### config.mk
export PLATFORM = sky130hd
export DESIGN_NAME = seq_magnitude_comparator
export DESIGN_NICKNAME = d
export VERILOG_FILES = /design/src/rtl/seq_magnitude_comparator.sv
export SDC_FILE = /design/constraint.sdc
export NUM_CORES = 1
export LEC_CHECK = 0
export ABC_AREA = 1
export CAP_MARGIN = 30
export CORE_ASPECT_RATIO = 2
export CORE_UTILIZATION = 50
export DETAILED_ROUTE_END_ITERATION = 6
export PLACE_DENSITY = 0.85
export SLEW_MARGIN = 40
export SYNTH_ARGS = -nofsm -noshare
export SYNTH_HDL_FRONTEND = slang
export SYNTH_SLANG_ARGS = --single-unit
### constraint.sdc
create_clock -name clk -period 5.9 [get_ports clk]
set_input_delay 1.77 -clock clk [delete_from_list [all_inputs] [get_ports clk]]
set_output_delay 1.77 -clock clk [all_outputs]
set_load 0.1 [all_outputs]
### src/rtl/seq_magnitude_comparator.sv
// Multi-cycle magnitude comparator: scans two captured operands MSB-first, DIGIT bits per cycle.
// Optional build macro CMP_EARLY_EXIT_EN ends the scan on the first differing chunk.
module seq_magnitude_comparator #(
    parameter int WIDTH = 18,
    parameter int DIGIT = 3
) (
    input  logic             clk,
    input  logic             rst_n,
    input  logic             start_i,
    input  logic [WIDTH-1:0] a_i,
    input  logic [WIDTH-1:0] b_i,
    input  logic             signed_i,
    output logic             busy_o,
    output logic             done_o,
    output logic             equal_o,
    output logic             a_greater_o,
    output logic             a_less_o
);
    localparam int NCHUNK = WIDTH / DIGIT;
    localparam int IDXW = (NCHUNK > 1) ? $clog2(NCHUNK) : 1;
    localparam logic [IDXW-1:0] LAST_IDX = IDXW'(NCHUNK - 1);

    generate
        if (WIDTH % DIGIT != 0) begin : g_bad_digit
            $error("seq_magnitude_comparator: WIDTH must be a multiple of DIGIT");
        end
    endgenerate

    typedef enum logic [1:0] {
        IDLE,
        SCAN,
        DONE
    } state_t;

    state_t           state;
    state_t           state_nxt;
    logic [WIDTH-1:0] a_q;
    logic [WIDTH-1:0] b_q;
    logic [WIDTH-1:0] msb_flip;
    logic [IDXW-1:0]  idx;
    logic             decided;
    logic             gt;
    logic [DIGIT-1:0] a_chunk;
    logic [DIGIT-1:0] b_chunk;
    logic             chunk_diff;
    logic             decided_nxt;
    logic             gt_nxt;
    logic             scan_last;

    // Signed mode maps both operands to offset binary so the scan is always unsigned.
    always_comb begin
        msb_flip            = '0;
        msb_flip[WIDTH-1]   = signed_i;
    end

    always_comb begin
        a_chunk = '0;
        b_chunk = '0;
        for (int c = 0; c < NCHUNK; c++) begin
            if (idx == IDXW'(c)) begin
                a_chunk = a_q[c*DIGIT +: DIGIT];
                b_chunk = b_q[c*DIGIT +: DIGIT];
            end
        end
    end

    assign chunk_diff  = (a_chunk != b_chunk);
    assign decided_nxt = decided | chunk_diff;
    assign gt_nxt      = decided ? gt : (a_chunk > b_chunk);
    assign scan_last   = (idx == '0);

    always_ff @(posedge clk) begin
        if (!rst_n) begin
            state <= IDLE;
        end else begin
            state <= state_nxt;
        end
    end

    always_comb begin
        state_nxt = state;
        unique case (state)
            IDLE: begin
                if (start_i) begin
                    state_nxt = SCAN;
                end
            end
            SCAN: begin
`ifdef CMP_EARLY_EXIT_EN
                if (scan_last || (!decided && chunk_diff)) begin
                    state_nxt = DONE;
                end
`else
                if (scan_last) begin
                    state_nxt = DONE;
                end
`endif
            end
            DONE: begin
                state_nxt = IDLE;
            end
            default: begin
                state_nxt = IDLE;
            end
        endcase
    end

    always_comb begin
        busy_o = (state != IDLE);
        done_o = (state == DONE);
    end

    // Flags are written only on the SCAN->DONE transition, so they hold across later compares.
    always_ff @(posedge clk) begin
        if (!rst_n) begin
            a_q         <= '0;
            b_q         <= '0;
            idx         <= '0;
            decided     <= 1'b0;
            gt          <= 1'b0;
            equal_o     <= 1'b0;
            a_greater_o <= 1'b0;
            a_less_o    <= 1'b0;
        end else begin
            unique case (state)
                IDLE: begin
                    if (start_i) begin
                        a_q     <= a_i ^ msb_flip;
                        b_q     <= b_i ^ msb_flip;
                        idx     <= LAST_IDX;
                        decided <= 1'b0;
                        gt      <= 1'b0;
                    end
                end
                SCAN: begin
                    decided <= decided_nxt;
                    gt      <= gt_nxt;
                    idx     <= idx - IDXW'(1);
                    if (state_nxt == DONE) begin
                        equal_o     <= !decided_nxt;
                        a_greater_o <= decided_nxt & gt_nxt;
                        a_less_o    <= decided_nxt & !gt_nxt;
                    end
                end
                default: begin
                end
            endcase
        end
    end

endmodule
==> GITHUB_STEP_SUMMARY, run 1 <==
## Synthesis and layout report

| Metric | Value |
|---|---|
| Vias per cell | between 4 and 5 |
| Biggest Area Class | combinational gates |
| Outcome | complete, no violations |
| Normalized max-slew margin | 56.22% |
| Final tally of hold violations | 0 |
| Pwr Density | slightly above 300 nW/um2 |
| Aoi share | between 10 and 15% |
| Slack of the worst reg-to-reg path | 3410 ps |
| Clock slew at reported path FFs | 80 ps |
| N_diodes | 0 |
| Yosys xor share | less than 1% |
| Combinational logic power | roughly 0.00027 W |
| Final Hold Slack | around 460 ps |
| Sw Ratio | a little over a third |
| Switching pwr | ~0.0003 W |
| TritonCTS buffer count | 5 |
| Sequential share of the synthesized area | 41.58% |
| DRC | 0 |
| Fp util | a little over half |
| Layout cells sized above 1 | just under 7% |
| Inverters | 36 |
| Yosys warns | 0 |
| Die span in x | roughly 49 um |
| Least-Margin Pin Slew | roughly 650 ps |
| CP max FO | 46 |
| Multi-In Gates | between 200 and 250 |
| Comb area share | about two fifths |
| WP depth | 5 |
| Area figure in the yosys stat output | approximately 2200 um2 |
| Top logic family | simple AND/OR/NAND/NOR gates |
| Critical Path RT | 6100 ps |
| First-pass GRT wire length | between 7 and 8 mm |
| Mapped cell area | between 2000 and 2500 um2 |
| Worst r2r path cells | 16 |
| Routability cong. | roughly 0.86 |
| Setup CP Type | in -> reg |
| Regs by FF count | a_q: 18 flops, b_q: 18 flops, idx: 3 flops |
| Post-CTS Setup Inserts | 0 |
| Pre-CTS WS | 2119 ps |
| Met3 Track Usage GR | 3.633% |
| Post-Layout Cell Count | roughly 420 |
| Setup TNS | 0 ps |
| Largest net degree at the start of global routing | 47 |
| DP Area | 2643 um2 |
| Io pins | 45 |
| Tot Pwr | 0.0008334 W |
[run 1: Yosys cell counts, drive strengths merged]
cell and number:
nor2 74, nand2 61, dfxtp 46, o21ai 44, inv 36, nand3 16, a21oi 14, clkbuf 8
ha 8, nand3b 4, or2 4, buf 3, xor2 2, a211oi 1, a21boi 1, and2 1
nor3 1, o22ai 1
[run 1: worst min path at each step]
stage | from | end | slack, ps | depth (start not counted)
floorplan | a_q[17] | a_q[17] | 430 | 2
global placement | b_q[1] | b_q[1] | 450 | 2
detailed placement | a_q[17] | a_q[17] | 450 | 2
CTS | a_q[17] | a_q[17] | 460 | 2
global route | a_q[17] | a_q[17] | 480 | 2
finish | a_q[17] | a_q[17] | 460 | 2
**Run 1: congestion heat map**

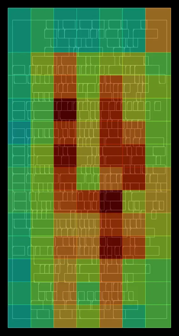
final core utilization: 65.44%
total track usage: 21.64%
grt met2 use: 41.21%
grt peak-use layer: met2

**Run 1: floorplan with the power grid**

Drawn at 4 px/um. Pins as bars on the die edge.
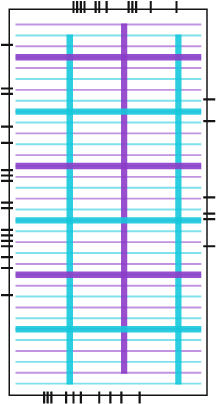
- cyan: VSS
- purple: VDD
- met1 rails: 34
- signal pins: 45
- rows: 33
die height: 96.12 um
Max VDD drop: 0.2128 mV
floorplan core area: 4170 um2

**Run 1: sequential cells colored by netlist name**

Drawn at 6 px/um. Other sequential cells in the stronger gray, the rest of the logic in the fainter gray.
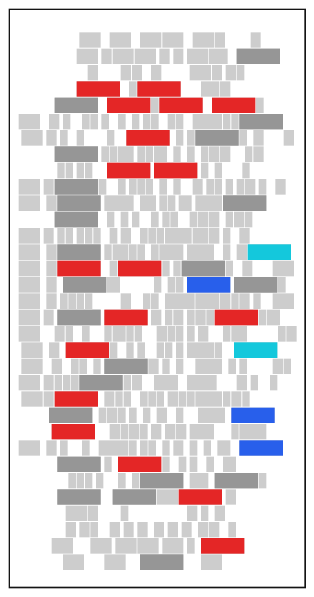
- red: b_q (placed flops 18)
- blue: idx (placed flops 3)
- cyan: state (placed flops 2)
seq pwr: 0.000371 W
sequential cell area share: 33.75%
Flop area: 920.9 um2

**Run 1: clock wires, drivers and flops**

Drawn at 8 px/um.
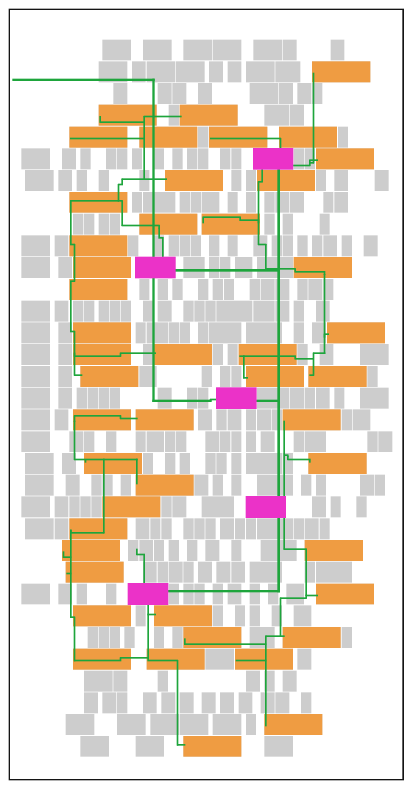
- orange: flip-flops (count 46)
- magenta: clock-net drivers (count 5)
- green: clock wires (length 520 um)
- flops lie: widely spread
Clock net power: 0.000188 W
Late-Pin Clk Latency: 300 ps

**Run 1: placed cells, one color a class**

Drawn at 6 px/um. Fill, decap, tap and diode cells in gray.
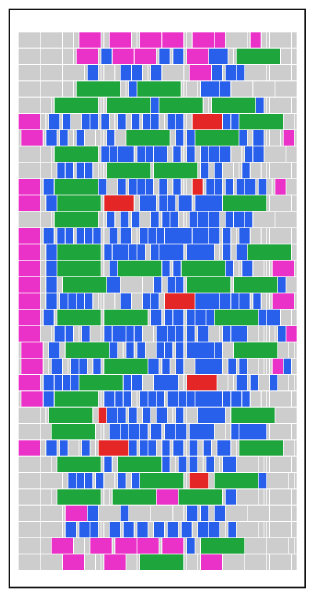

## Run 2: what changed since run 1
==> constraint.sdc (replaced) <==
create_clock -name clk -period 3.12 [get_ports clk]
set_input_delay 0.936 -clock clk [delete_from_list [all_inputs] [get_ports clk]]
set_output_delay 0.936 -clock clk [all_outputs]
set_load 0.1 [all_outputs]
**Run 2: placed cells, one color a class**

Drawn at 6 px/um. Fill, decap, tap and diode cells in gray.
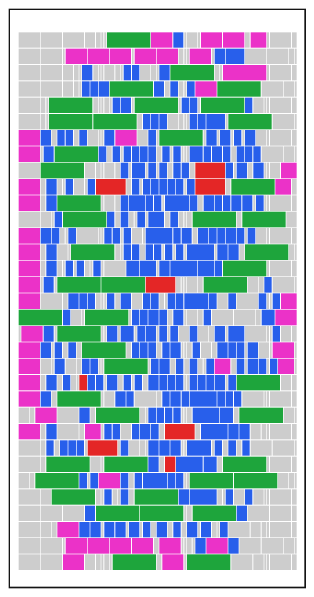
- magenta: remaining buffers and delay cells (cells 47; share of their area 17%)
- blue: remaining logic cells (cells 268; share of their area 46%)
- red: clock drivers and dummy loads (cells 8; share of their area 3.4%)
- green: sequential cells (cells 46; share of their area 34%)
Rows: 33
sequential cell area share: 33.05%
final core utilization: 66.82%
post-route cell area: 2786 um2

==> GITHUB_STEP_SUMMARY, run 2 <==
## Synthesis and layout report

| Metric | Value |
|---|---|
| Pre-CTS WS | ~760 ps |
| WP depth | 17 |
| Vias per cell | 5.050 |
| Synth top cell by count | nor2_1 |
| Worst hold stages | 2 |
| Yosys warns | 0 |
| Outcome | complete, no violations |
| Yosys xor share | 0.7910% |
| Normalized max-slew margin | ~62% |
| Tot Pwr | around 0.0016 W |
| Setup CP Type | reg -> reg |
| Post-CTS Setup Inserts | 0 |
| Largest net degree at the start of global routing | 31 |
| Clock slew at reported path FFs | 80 ps |
| Post-Layout Cell Count | between 400 and 500 |
| Die height | about 96 um |
| N_diodes | 0 |
| Switching pwr | 0.0005778 W |
| Sequential share of the synthesized area | roughly 42% |
| Layout cells sized above 1 | roughly 7% |
| Routability cong. | 0.9104 |
| Top logic family | simple AND/OR/NAND/NOR gates |
| Max VDD drop | about 0.4 mV |
| TritonCTS buffer count | 5 |
| DRC | 0 |
| Regs by FF count | a_q: 18 flops, b_q: 18 flops, idx: 3 flops |
| Io pins | 45 |
| Commonest flop | dfxtp_1 |
| Late-Pin Clk Latency | around 300 ps |
| Least-Margin Pin Slew | 565.0 ps |
| Combinational logic power | ~0.00054 W |
| Aoi share | between 10 and 15% |
| Die span in x | slightly below 50 um |
| Fp util | a little over half |
**Run 2: clock wires, drivers and flops**

Drawn at 8 px/um.
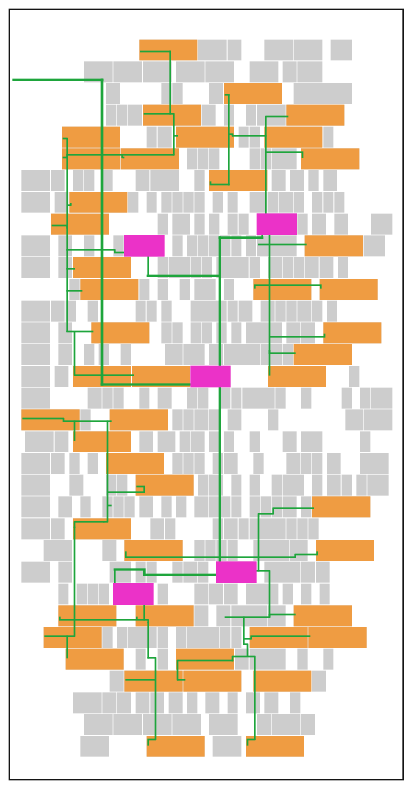
- orange: flip-flops (count 46)
- green: clock wires (length 523 um)
- magenta: clock-net drivers (count 5)
- flops lie: widely spread
- routed clock nets: 6
Clock net power: 0.000373 W
final clock skew: 3.503 ps

run 2: routing by layer:
layer | vias to the layer above | GRT usage, % | routed length (um)
met1 | 952 | 22.41 | 1838
li1 | 1107 | - | -
met2 | 51 | 45.66 | 2743
met4 | 0 | 14.95 | 223
met3 | 16 | 3.633 | 145
met5 | - | 0 | 0
run 2: layout make-up:
class	count	share of cell area (%)
clock inverters	1	0.1796
flip-flops and latches	46	33.05
inverters	36	4.850
well taps	52	2.335
repair buffers	47	16.61
multi-input cells	232	39.87
clock buffers	7	3.098
run 2: path summary, 6_finish.rpt:
kind                              from  endpoint  slack [ps]
worst max-delay path            idx[1]  a_less_o         670
worst max register to register  idx[1]  a_less_o         670
worst min-delay path            b_q[1]    b_q[1]         470
worst min register to register  b_q[1]    b_q[1]         470
No activity file was given, so power comes from the tool's default toggle rates.
